**config.mk**
```make
export PLATFORM = sky130hd
export DESIGN_NAME = hazard_stall_unit
export DESIGN_NICKNAME = d
export VERILOG_FILES = /design/src/rtl/hazard_stall_unit.sv
export SDC_FILE = /design/constraint.sdc
export NUM_CORES = 1
export LEC_CHECK = 0
export CAP_MARGIN = 20
export CORE_MARGIN = 2
export CORE_UTILIZATION = 30
export CTS_BUF_LIST = sky130_fd_sc_hd__clkbuf_4
export DETAILED_ROUTE_END_ITERATION = 8
export PLACE_DENSITY = 0.72
export SYNTH_ARGS = -nofsm -noshare
export SYNTH_HDL_FRONTEND = slang
export SYNTH_SLANG_ARGS = --single-unit
```
**constraint.sdc**
```tcl
create_clock -name Clk -period 2.05 [get_ports Clk]
set_input_delay 0.41 -clock Clk [delete_from_list [all_inputs] [get_ports Clk]]
set_output_delay 0.41 -clock Clk [all_outputs]
set_load 0.02 [all_outputs]
```
**src/rtl/hazard_stall_unit.sv**
```systemverilog
// Purpose : ID-stage hazard controller; stalls PC and IF/ID on load-use / branch-operand hazards, flushes IF/ID on taken branch or jump.
// Latency : outputs are combinational from ID/EX/MEM fields (zero-cycle Mealy); multi-cycle stalls are held by an internal counter.
// Backpress: while stalled PCWrite/IFIDWrite are low and a zero bubble is selected into ID/EX; a stall always beats a flush.
//
// Ports:
//   Clk, Rst                 clock (rising edge), asynchronous active-low reset
//   ID_Rs/ID_Rt/ID_UsesRs/Rt source operands of the instruction in ID
//   ID_Branch/BranchTaken    conditional branch in ID and its resolved outcome
//   ID_Jump                  j / jal / jr in ID
//   EX_MemRead/RegWrite/WriteReg, MEM_MemRead/WriteReg  producers downstream
//   PCWrite, IFIDWrite       hold enables (1 = update)
//   CtrlZeroSel              1 = inject zero control bubble into ID/EX
//   IFIDFlush                1 = clear IF/ID to a nop on the next edge
// Optional: HAZARD_STATS_EN adds saturating 32-bit StallCount / FlushCount outputs.

module hazard_stall_unit #(
  parameter int REG_ADDR_W = 5,
  parameter int MAX_STALL  = 2
) (
  input  logic                  Clk,
  input  logic                  Rst,
  input  logic [REG_ADDR_W-1:0] ID_Rs,
  input  logic [REG_ADDR_W-1:0] ID_Rt,
  input  logic                  ID_UsesRs,
  input  logic                  ID_UsesRt,
  input  logic                  ID_Branch,
  input  logic                  ID_BranchTaken,
  input  logic                  ID_Jump,
  input  logic                  EX_MemRead,
  input  logic                  EX_RegWrite,
  input  logic [REG_ADDR_W-1:0] EX_WriteReg,
  input  logic                  MEM_MemRead,
  input  logic [REG_ADDR_W-1:0] MEM_WriteReg,
`ifdef HAZARD_STATS_EN
  output logic [31:0]           StallCount,
  output logic [31:0]           FlushCount,
`endif
  output logic                  PCWrite,
  output logic                  IFIDWrite,
  output logic                  CtrlZeroSel,
  output logic                  IFIDFlush
);

  localparam int CNT_W = (MAX_STALL < 2) ? 1 : $clog2(MAX_STALL + 1);

  typedef enum logic {RUN = 1'b0, STALL = 1'b1} state_t;

  state_t             state, state_nxt;
  logic [CNT_W-1:0]   cnt, cnt_nxt;
  logic [CNT_W-1:0]   need;
  logic               match_ex, match_mem;
  logic               pc_write_c, ifid_write_c, bubble_c, flush_c;

  // Register 0 is hard-wired, so a write to it is never a real dependency.
  assign match_ex  = (EX_WriteReg != '0) &&
                     ((ID_UsesRs && (ID_Rs == EX_WriteReg)) ||
                      (ID_UsesRt && (ID_Rt == EX_WriteReg)));
  assign match_mem = (MEM_WriteReg != '0) &&
                     ((ID_UsesRs && (ID_Rs == MEM_WriteReg)) ||
                      (ID_UsesRt && (ID_Rt == MEM_WriteReg)));

  // Branches compare in ID, so they need the operand one stage earlier than
  // an ALU consumer: a load in EX costs two bubbles, an ALU result in EX or
  // a load in MEM costs one.
  always_comb begin
    need = '0;
    if (ID_Branch && EX_MemRead && match_ex)       need = CNT_W'(2);
    else if (ID_Branch && EX_RegWrite && match_ex) need = CNT_W'(1);
    else if (ID_Branch && MEM_MemRead && match_mem) need = CNT_W'(1);
    else if (EX_MemRead && match_ex)               need = CNT_W'(1);
  end

  always_ff @(posedge Clk or negedge Rst) begin
    if (!Rst) begin
      state <= RUN;
      cnt   <= '0;
    end else begin
      state <= state_nxt;
      cnt   <= cnt_nxt;
    end
  end

  always_comb begin
    state_nxt    = state;
    cnt_nxt      = cnt;
    pc_write_c   = 1'b1;
    ifid_write_c = 1'b1;
    bubble_c     = 1'b0;
    flush_c      = 1'b0;
    case (state)
      RUN: begin
        if (need != '0) begin
          pc_write_c   = 1'b0;
          ifid_write_c = 1'b0;
          bubble_c     = 1'b1;
          // A single bubble stays in RUN: the hazard is simply re-evaluated
          // next cycle with the producer one stage further along.
          if (need > CNT_W'(1)) begin
            state_nxt = STALL;
            cnt_nxt   = need - CNT_W'(1);
          end
        end else begin
          flush_c = ID_Jump || (ID_Branch && ID_BranchTaken);
        end
      end
      STALL: begin
        pc_write_c   = 1'b0;
        ifid_write_c = 1'b0;
        bubble_c     = 1'b1;
        if (cnt == CNT_W'(1)) begin
          state_nxt = RUN;
          cnt_nxt   = '0;
        end else begin
          cnt_nxt = cnt - CNT_W'(1);
        end
      end
      default: begin
        state_nxt = RUN;
        cnt_nxt   = '0;
      end
    endcase
  end

  // Reset overrides the outputs combinationally so the pipeline is held
  // the instant Rst drops, not at the next edge.
  assign PCWrite     = Rst & pc_write_c;
  assign IFIDWrite   = Rst & ifid_write_c;
  assign CtrlZeroSel = ~Rst | bubble_c;
  assign IFIDFlush   = Rst & flush_c;

`ifdef HAZARD_STATS_EN
  always_ff @(posedge Clk or negedge Rst) begin
    if (!Rst) begin
      StallCount <= '0;
      FlushCount <= '0;
    end else begin
      if (CtrlZeroSel && (StallCount != 32'hFFFF_FFFF)) StallCount <= StallCount + 32'd1;
      if (IFIDFlush && (FlushCount != 32'hFFFF_FFFF))   FlushCount <= FlushCount + 32'd1;
    end
  end
`endif

endmodule

```
==> qor.txt <==
Achievable frequency -> 450 MHz
Antenna violations before repair -> 0
Die width -> 43.2 um
Yosys cell types -> 25
Cts bufs inserted -> 3
Final-report setup violation count -> 4
CP endpoint -> IFIDFlush
Via/cell ratio -> 4.82
Slew at the pin closest to its max-slew limit -> 297 ps
Worst-path maximum fanout -> 3
Data required, critical path -> 1640 ps
Design area -> 1030 um2
DRT Pass-1 Iters -> 2
Crit path time final -> 2220 ps
DRT Wirelength -> 1770 um
Die H -> 43.2 um
Sequential share of the synthesized area -> 16.3%
Data arrival time of the critical path -> 1810 ps
Worst setup path start -> EX_WriteReg[1]
Synthesis area per yosys -> 462 um2
Worst-path clk slew -> 40 ps
Fin worst setup slack -> -173 ps
Io pins -> 34
Status -> finished, violations left
Worst reg2reg setup slack -> 1030 ps
Final period util -> 108%
Chip Footprint -> 1870 um2
Antenna cells -> 0
FF-to-FF Start -> cnt[0]$_DFFE_PN0P_
Global-route wire length before repair -> 2730 um
Yosys stat cell total -> 56
CP Class -> in -> out
Max Cap Viol -> 0
Syn Inst Count -> 56
Netlist Area Pre-Place -> 462 um2
Latency at later pin -> 240 ps
Number of global-route vias before repair -> 652
Via count -> 607
R2R cell count -> 2
WL per Instance -> 14.0 um
Fin Clk Skew -> 5.33 ps
P_leak -> 0.442 nW
Layout cell share with drive strength beyond 1 -> 44.5%
Flops after synth -> 3
Core ar. -> 1470 um2
CTS sink cnt -> 3
Core utilization before placement -> 31.4%
Clock Tree Buf Depth -> 2
Synth warn -> 0
Critical path startpoint category -> input pin
RR Endpoint -> cnt[1]$_DFFE_PN0P_
Final Hold Fails -> 0
Final ANT Viol Nets -> 0
Largest net degree at the start of global routing -> 6
Power Density -> 407 nW/um2
Max-slew violation count -> 0
Violation count after the first detailed-route iteration -> 3
Mapped Avg Cell Area -> 8.24 um2
TritonCTS clock tree -> yes
I/O Buffers -> 33
DRC -> 0
Synth Net Count -> 87
Area growth syn-to-layout -> 124%
Failing checks -> setup timing
Total grt overflow -> 0
Layout Nets -> 142
GPL Wtd Cong -> 0.767
Worst hold path type -> in -> async
Tot GR Track Use -> 19.4%
Tool warning count -> 28
VDD IR max -> 0.000268 V
Worst Setup End Kind -> output pin
Relative slew slack -> 80.2%
Placed cell areas -> 925 um2
Hold_buf cts -> 0
Placed insts -> 119
H-tree depth -> 1
Root Buffer -> clkbuf_4
RSZ-0062 raised after global routing -> yes
==> layer usage <==
metal / global-route usage (%) / routed length (um) / vias to the layer above
li1: - / - / 302
met2: 36.4 / 989 / 18
met3: 2.98 / 53 / 4
met1: 20.9 / 687 / 283
met5: 0 / 0 / -
met4: 8.48 / 39 / 0
==> layout make-up <==
class	instances	area [um2]
multi-input cells	51	469
inverters	1	3.75
repair buffers	51	437
fillers	126	437
flip-flops and latches	3	75.1
clock buffers	4	30.0
well taps	16	20.0
==> stage by stage <==
| stage | TNS, ps | hold slack (ps) | power [mW] | worst slack (ps) | utilization, % |
|---|---|---|---|---|---|
| 5_1_grt | -936 | 471 | 0.449 | -256 | 70.3 |
| 3_5_place_dp | -4270 | 558 | 0.280 | -933 | 62.8 |
| 6_report | -589 | 449 | 0.421 | -173 | 70.3 |
| 2_1_floorplan | 0 | 114 | 0.164 | 41.1 | - |
| 4_1_cts | -271 | 463 | 0.398 | -88.9 | 67.0 |
| 3_3_place_gp | -4060 | 551 | 0.275 | -911 | 62.8 |
==> synthesized netlist by cell type <==
master	count	area share [%]
o22ai_1	1	1.4
inv_1	1	0.81
xnor2_1	12	23
nand2_1	4	3.3
nand4_1	2	2.7
nand2b_1	2	2.7
or3_4	1	2.4
and2_1	1	1.4
or4_1	1	1.6
nor2_1	4	3.3
o21a_1	1	1.6
dfrtp_1	3	16
a22o_1	1	1.9
nor3_1	2	2.2
a41oi_1	1	1.9
a32oi_1	1	1.9
a21oi_1	3	3.3
nor2b_1	1	1.4
nor4_1	1	1.4
mux2i_1	1	2.2
nor3b_1	1	1.6
nor4_2	1	2.7
ha_1	1	2.7
buf_4	1	1.6
xor2_1	8	15
==> report_power, final <==
part	internal [mW]	leakage (nW)	switching, mW	total [mW]
registers	0.0719	0.0380	0.00828	0.0802
clock network	0.0866	0.0184	0.0370	0.124
logic	0.121	0.386	0.0968	0.217
total	0.279	0.442	0.142	0.421
==> cell usage in the layout (no fill, tap or decap), types with 2 or more instances in the layout <==
master           instances
dfrtp_1                  3
xor2_1                   5
nor2_1                   3
nand2b_1                 2
dlygate4sd2_1           10
clkbuf_4                 4
buf_6                    6
clkdlybuf4s50_1          9
buf_2                    6
xnor2_1                 12
nand4_1                  2
buf_4                   16
a21oi_1                  3
nand2_1                  4
xor2_2                   2
==> registers in the layout, indices dropped and copies added, names as in the netlist <==
register	cells
state	1
cnt	2
==> logic make-up (layout without fill, tap and decap cells) <==
group	Yosys count	count (layout)	share of synthesized area, %
AOI/OAI and AO/OA	8	8	11.9
xor gates and xnor gates	20	20	37.9
adders and majority gates	1	1	2.71
buffers and inverters	2	56	2.44
DFF	3	3	16.3
muxes	1	1	2.17
and+or+nand+nor	21	21	26.6
==> critical path, stage by stage <==
cell     delay (ps)
buf_8           100
buf_6           120
xor2_4          180
nor4_4          320
a32oi_2         110
nor3_2          220
buf_4           150
nor3b_2          40
buf_4           150
==> repair_timing <==
item                                    in CTS  in global routing
pin swaps                                   13                  5
setup buffers                                2                  1
gates resized                               75                 12
endpoints found under the setup margin       5                  5
endpoints found under the hold margin        0                  0
Drive-strength map:
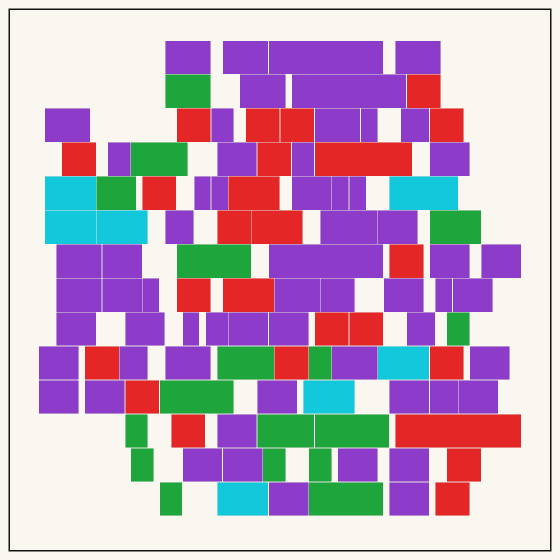
green -> x2  # cells 17, most used buf_2
purple -> x1 and smaller  # cells 61, most used xnor2_1
cyan -> x6 and larger  # cells 7, most used buf_6
red -> x3 and x4  # cells 25, most used buf_4

Placement view:
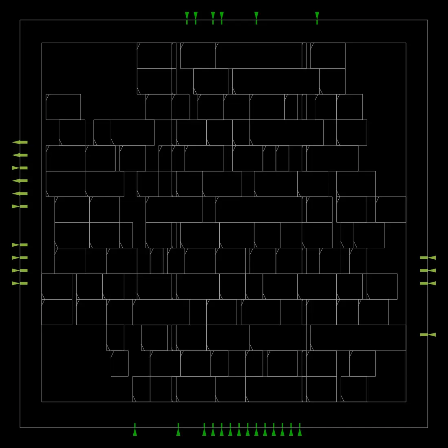
non-filler cells, final: 126
sequential cell area share: 7.26%
# fillers: 126
TAP cells: 16
# rows: 14

Port wiring:
Bar = 10 um.
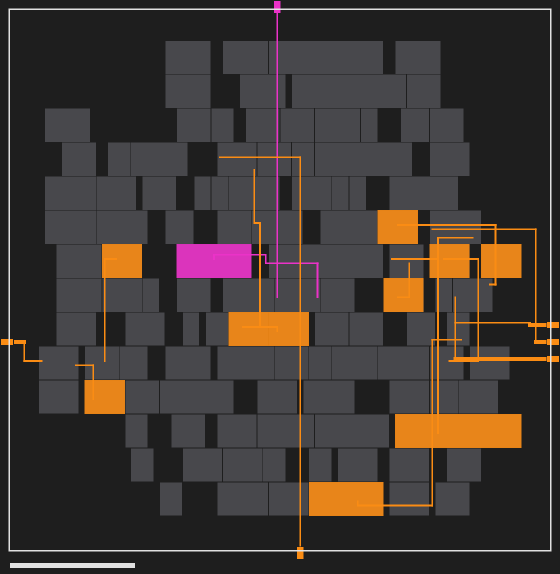
orange -> ID_Rt  # bits 5, direction input, edge 3 east, 1 south, 1 west, end cells 10, buffers 8, wire 182 um
magenta -> MEM_MemRead  # bits 1, direction input, edge north, end cells 1, buffers 1, wire 34.8 um

Placement by cell class:
Fill, decap, tap and diode cells in grey.
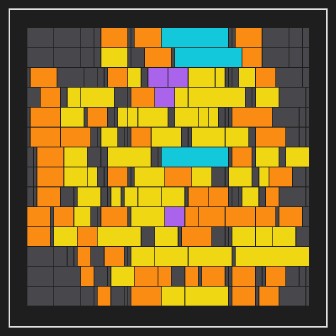
orange -> remaining buffers and delay cells  # cells 51
cyan -> registers  # cells 3
yellow -> remaining logic cells  # cells 52
purple -> clock drivers and dummy loads  # cells 4

Power and IR drop assume default switching activity.
